Design leds_sequencer, sky130hd; sources not shown.
Figure 1. Signal wires on met1 (run 1).
Drawn at 4 px/um. Cells faint in the background.
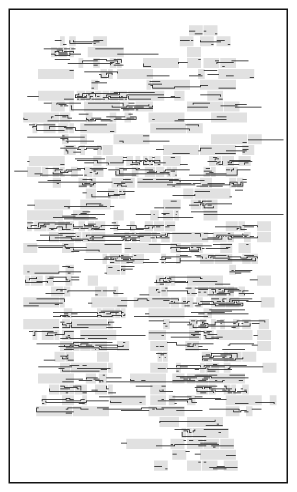
wire length on this layer = 2,650 um
share of all routed wire = 37%
main direction = horizontal
Post-Route WL: 7121 um
via count: 2,330
met1 Use GR: 20.47%

Figure 2. M2 wires (run 1).
Drawn at 6 px/um.
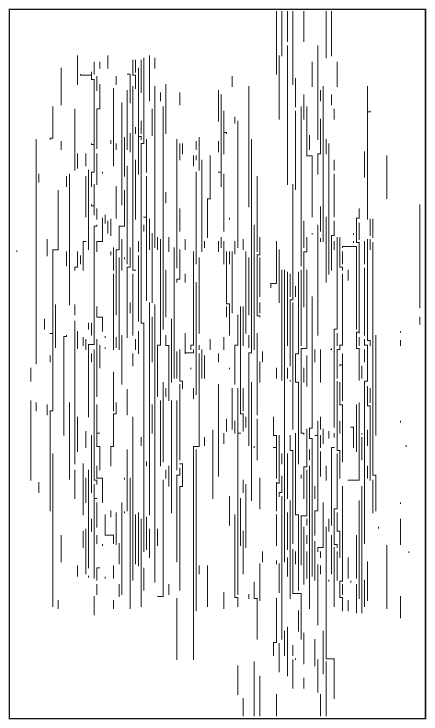
wire length on this layer = 3,920 um
longest straight run = 48.6 um
nets with wire on the layer = 290
main direction = vertical
met2 GRT Util: 33.29%

Figure 3. Met3 routing (run 1).
Drawn at 3 px/um. Cells faint in the background.
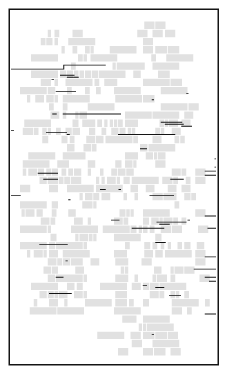
main direction = horizontal
share of all routed wire = 3.2%
nets with wire on the layer = 40
wire length on this layer = 230 um
longest straight run = 19.1 um
met3 usage: 2.825%

==> results.sh, run 1 <==
# source this file to load flow results
export IMPL_status="finished, final reports clean"
export IMPL_core_sq_um=7182
export IMPL_antenna_cells=0
export IMPL_final_cells=409
export IMPL_cts_root_buf="clkbuf_16"
export IMPL_worstSetupEndpointType="flop"
export IMPL_first_pass_iters=4
export IMPL_die_area_sq_um=8156
export IMPL_post_cts_buffers=0
export IMPL_clk_latency_ns=0.29
export IMPL_yosysWarnings=0
export IMPL_wire_per_inst_um=17.41
export IMPL_synth_area_sq_um=2673
export IMPL_final_max_slew_violation_count=0
export IMPL_worstSetupPathType="input port to flop"
export IMPL_placed_cells=401
export IMPL_grt_setup_unrepaired="no"
export IMPL_synthCells=283
export IMPL_antenna_found_initial=0
export IMPL_drive_gt1_share_pct=13.93
export IMPL_dp_hpwl_um=5460
export IMPL_clk_pin_slew_worst_paths_ns=0.07
export IMPL_topCellsByArea="dfrtp_1, nand3_1, mux2_2"
export IMPL_cts_buffers=5
export IMPL_drtAntennaViolNets=0
export IMPL_crit_required_ns=2.67
export IMPL_cp_start_kind="input port"
export IMPL_fin_crit_ns=2.233
export IMPL_cts_tree="built"
export IMPL_post_cts_resized=0
export IMPL_die_h_um=118.0
export IMPL_drc=0
export IMPL_largest_reg_flops=22
export IMPL_syn2layout_area_growth_pct=22.24
export IMPL_ctsLongestPathBuffers=2
export IMPL_drv_cap=0
export IMPL_r2r_worst_path_cells=6
export IMPL_design_power_total_mw=3.029
export IMPL_gr_total_overflow=0
export IMPL_netlist_top_cells_count="dfrtp_1, nand2_1, nand3_1"
export IMPL_synthArstFlopShare_pct=100.0
export IMPL_slew_headroom_pct=60.30
export IMPL_synth_top_cell_by_count="dfrtp_1"
[run 1: worst max-delay path: stages]
cell and delay (ns):
clkdlybuf4s50_1 0.42, or3_1 0.38, nor4_1 0.35, a21oi_2 0.23
o41ai_1 0.40
[run 1: placed cells by master (no fill, tap or decap), drive strengths merged, types with 10 or more instances in the layout]
cell / synthesis / final
dfrtp: 45 / 45
nand2: 25 / 25
clkdlybuf4s50: 0 / 25
nand3: 24 / 24
nor2: 22 / 22
buf: 5 / 18
o21ai: 15 / 15
inv: 12 / 12
a21oi: 11 / 11
mux2: 10 / 10
[run 1: through the flow]
step	cell area [sq um]	utilization, %	setup slack [ns]	hold WS, ns
after floorplan	2625	-	0.2950	0.3294
after CTS	3267	45.49	0.2874	0.2706
after global placement	3115	43.38	0.04386	0.4764
after global routing	3267	45.49	0.1262	0.2760
final	3267	45.49	0.2672	0.2602
after detailed placement	3115	43.38	0.01281	0.4831
[run 1: per-layer routing]
layer	GRT usage [%]	share of wire, %	vias to the layer above
li1	-	-	1126
met1	20.47	37	1115
met2	33.29	55	72
met3	2.825	3.2	17
met4	9.804	4.5	0
met5	-	0	-
[run 1: report_power, final]
part,switching [mW],internal [mW],leakage [nW]
registers,0.162,0.911,0.609
logic,0.732,0.550,0.641
clock network,0.278,0.396,0.0729
total,1.17,1.86,1.32
[run 1: kinds of logic after synthesis]
family	synth area share [%]
fa+ha+maj	3.277
compound gates	17.23
simple gates	23.32
flops	43.12
mux	5.337
xor+xnor	4.260
buf+inv	3.464
[run 1: final cells by class]
cell class,instances,area [sq um]
Tap cell,86,107.6
Clock inverter,2,12.51
Timing Repair Buffer,43,382.9
Fill cell,707,3915
Sequential cell,46,1152
Multi-Input combinational cell,214,1428
Clock buffer,6,138.9
Inverter,12,45.04
Figure 4. Metal 4 (run 1).
Drawn at 3 px/um. Cells faint in the background.
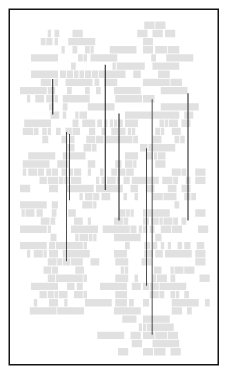

## Run 2: what changed since run 1
--- a/config.mk
+++ b/config.mk
@@ -14,7 +14,9 @@
 export DETAILED_ROUTE_END_ITERATION = 10
 export MAX_ROUTING_LAYER = met4
 export PLACE_DENSITY = 0.85
+export RECOVER_POWER = 25
 export REMOVE_ABC_BUFFERS = 1
+export SLEW_MARGIN = 25
 export SYNTH_ARGS = -nofsm -noshare
 export SYNTH_HDL_FRONTEND = slang
 export SYNTH_SLANG_ARGS = --single-unit
Figure 5. Metal 4 (run 2).
Drawn at 3 px/um. Cells faint in the background.
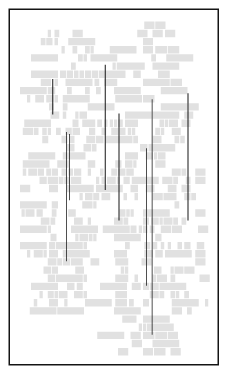
wire length on this layer = 319 um
share of all routed wire = 4.5%
longest straight run = 78.2 um
main direction = vertical
Post-Route WL: 7118 um

==> run 2 against run 1 <==
Effect of this change:
- sequential power about the same
- wire length about the same
- register-to-register slack about the same
- maximum frequency about the same
- cell area decreased by 0.15%
- largest power group unchanged
- highest routed layer unchanged
==> results.sh, run 2 <==
# source this file to load flow results
export IMPL_synthArstFlopShare_pct=100.0
export IMPL_gp_congestion=0.8368
export IMPL_drv_cap=0
export IMPL_largest_reg_flops=22
export IMPL_p_leak_nw=1.316
export IMPL_placed_cell_area_sq_um=3115
export IMPL_min_path_type="input port to async pin"
export IMPL_finalCritPeriodShare_pct=89.31
export IMPL_skew_ns=0.006850
export IMPL_hold_viol_final=0
export IMPL_drt_iter0_markers=171
export IMPL_synthCells=283
export IMPL_ys_seq_share_pct=43.12
export IMPL_placed_cells=401
export IMPL_dr_total_vias=2330
export IMPL_avgViaCountPerCell=5.697
export IMPL_die_area_sq_um=8156
export IMPL_setup_viol=0
export IMPL_layout_nets=345
export IMPL_cts_root_buf="clkbuf_16"
export IMPL_post_cts_buffers=0
export IMPL_slew_headroom_pct=34.28
export IMPL_r2r_worst_path_cells=6
export IMPL_cts_buffers=5
export IMPL_r2r_slack_ns=0.36
export IMPL_antenna_found_initial=0
export IMPL_clk_latency_ns=0.29
export IMPL_synth_area_sq_um=2673
export IMPL_design_area_sq_um=3262
export IMPL_clk_pin_slew_worst_paths_ns=0.07
export IMPL_p_per_area_nw_per_um2=928.2
export IMPL_netlist_top_cells_count="dfrtp_1, nand2_1, nand3_1"
export IMPL_ios=27
export IMPL_h_tree_depth=2
export IMPL_ys_types=56
export IMPL_status="finished, final reports clean"
export IMPL_die_h_um=118.0
export IMPL_worstSetupPathType="input port to flop"
export IMPL_dp_hpwl_um=5460
export IMPL_warning_count=28
export IMPL_antenna_cells=0
export IMPL_n_fill_cell=710
export IMPL_crit_arrival_ns=2.41
export IMPL_drtAntennaViolNets=0
export IMPL_grt_pass1_vias=2322
export IMPL_drive_gt1_share_pct=13.31
export IMPL_ff_type="dfrtp_1"
export IMPL_fin_crit_ns=2.233
export IMPL_finalSetupTns_ns=0
export IMPL_core_sq_um=7182
export IMPL_post_cts_resized=0
export IMPL_cp_start_kind="input port"
export IMPL_drc=0
export IMPL_grt_max_degree=19
export IMPL_portBuffers=26
export IMPL_ctsLongestPathBuffers=2
export IMPL_yosysWarnings=0
export IMPL_wire_per_inst_um=17.40
export IMPL_cp_max_fo=12
export IMPL_top_area_share_pct=42.13
export IMPL_final_cells=409
export IMPL_ys_area_sq_um=2673
export IMPL_fp_util_pct=37.21
export IMPL_first_pass_iters=4
export IMPL_syn2layout_area_growth_pct=22.05
export IMPL_ir_worst_vdd_mv=0.4303
export IMPL_edf_count=0
export IMPL_synth_top_cell_by_area="dfrtp_1"
export IMPL_grt_pass1_wl_um=12030
export IMPL_fp_dieW_um=69.13
export IMPL_worstSetupEndpointType="flop"
export IMPL_final_common_cell="dfrtp_1"
export IMPL_hold_ws_ns=0.4714
export IMPL_crit_required_ns=2.67
export IMPL_topCellsByArea="dfrtp_1, nand3_1, mux2_2"
export IMPL_synth_top_cell_by_count="dfrtp_1"
export IMPL_lay_top_cells="dfrtp_1, nand2_1, clkdlybuf4s50_1"
export IMPL_gr_total_overflow=0
export IMPL_cts_tree="built"
export IMPL_rows=41
export IMPL_syn_avg_cell_area_sq_um=9.444
export IMPL_final_max_slew_violation_count=0
export IMPL_design_power_total_mw=3.028
export IMPL_worst_slew_pin_transition_ns=0.9858
export IMPL_grt_setup_unrepaired="no"
Figure 6. Met3 routing (run 2).
Drawn at 3 px/um. Cells faint in the background.
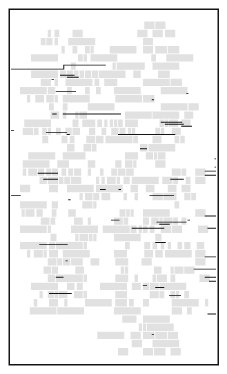
share of all routed wire = 3.2%
nets with wire on the layer = 40

run 2: netlist changes by cell type in the layout (fill, tap and decap cells not counted), sizes merged:
cell,delta
clkbuf,+2
buf,-2
run 2: area by class of cell:
type | instances | area, sq um | area share, %
Inverter | 12 | 45.04 | 1.381
Sequential cell | 46 | 1152 | 35.33
Tap cell | 86 | 107.6 | 3.299
Clock buffer | 6 | 138.9 | 4.258
Timing Repair Buffer | 43 | 377.9 | 11.58
Clock inverter | 2 | 12.51 | 0.3836
Multi-Input combinational cell | 214 | 1428 | 43.77
run 2: logic make-up (layout without fill, tap and decap cells):
logic type / Yosys count / after routing / synth area share, %
buffers and inverters: 23 / 63 / 3.464
xor gates and xnor gates: 13 / 13 / 4.260
DFF: 46 / 46 / 43.12
AOI/OAI and AO/OA: 65 / 65 / 17.23
muxes: 13 / 13 / 5.337
adders and majority gates: 7 / 7 / 3.277
and+or+nand+nor: 116 / 116 / 23.32
run 2: power breakdown:
| part | internal (mW) | total (mW) | switching (mW) |
|---|---|---|---|
| logic | 0.549 | 1.28 | 0.732 |
| registers | 0.911 | 1.07 | 0.162 |
| clock network | 0.396 | 0.674 | 0.278 |
| total | 1.86 | 3.03 | 1.17 |
run 2: critical path: stages:
cell	delay, ns
clkdlybuf4s50_1	0.42
or3_1	0.38
nor4_1	0.35
a21oi_2	0.23
o41ai_1	0.40
run 2: metal layers:
metal | global-route usage, % | part of all wire, %
met1 | 20.47 | 37
met2 | 33.29 | 55
met3 | 2.825 | 3.2
met4 | 9.804 | 4.5
met5 | - | 0
run 2: per-stage QoR:
stage	utilization, %	setup slack [ns]
2_1_floorplan	-	0.2950
3_3_place_gp	43.38	0.04386
3_5_place_dp	43.38	0.01281
4_1_cts	45.49	0.2874
5_1_grt	45.42	0.1262
6_report	45.42	0.2672
Power is estimated from default activity; no workload was simulated.
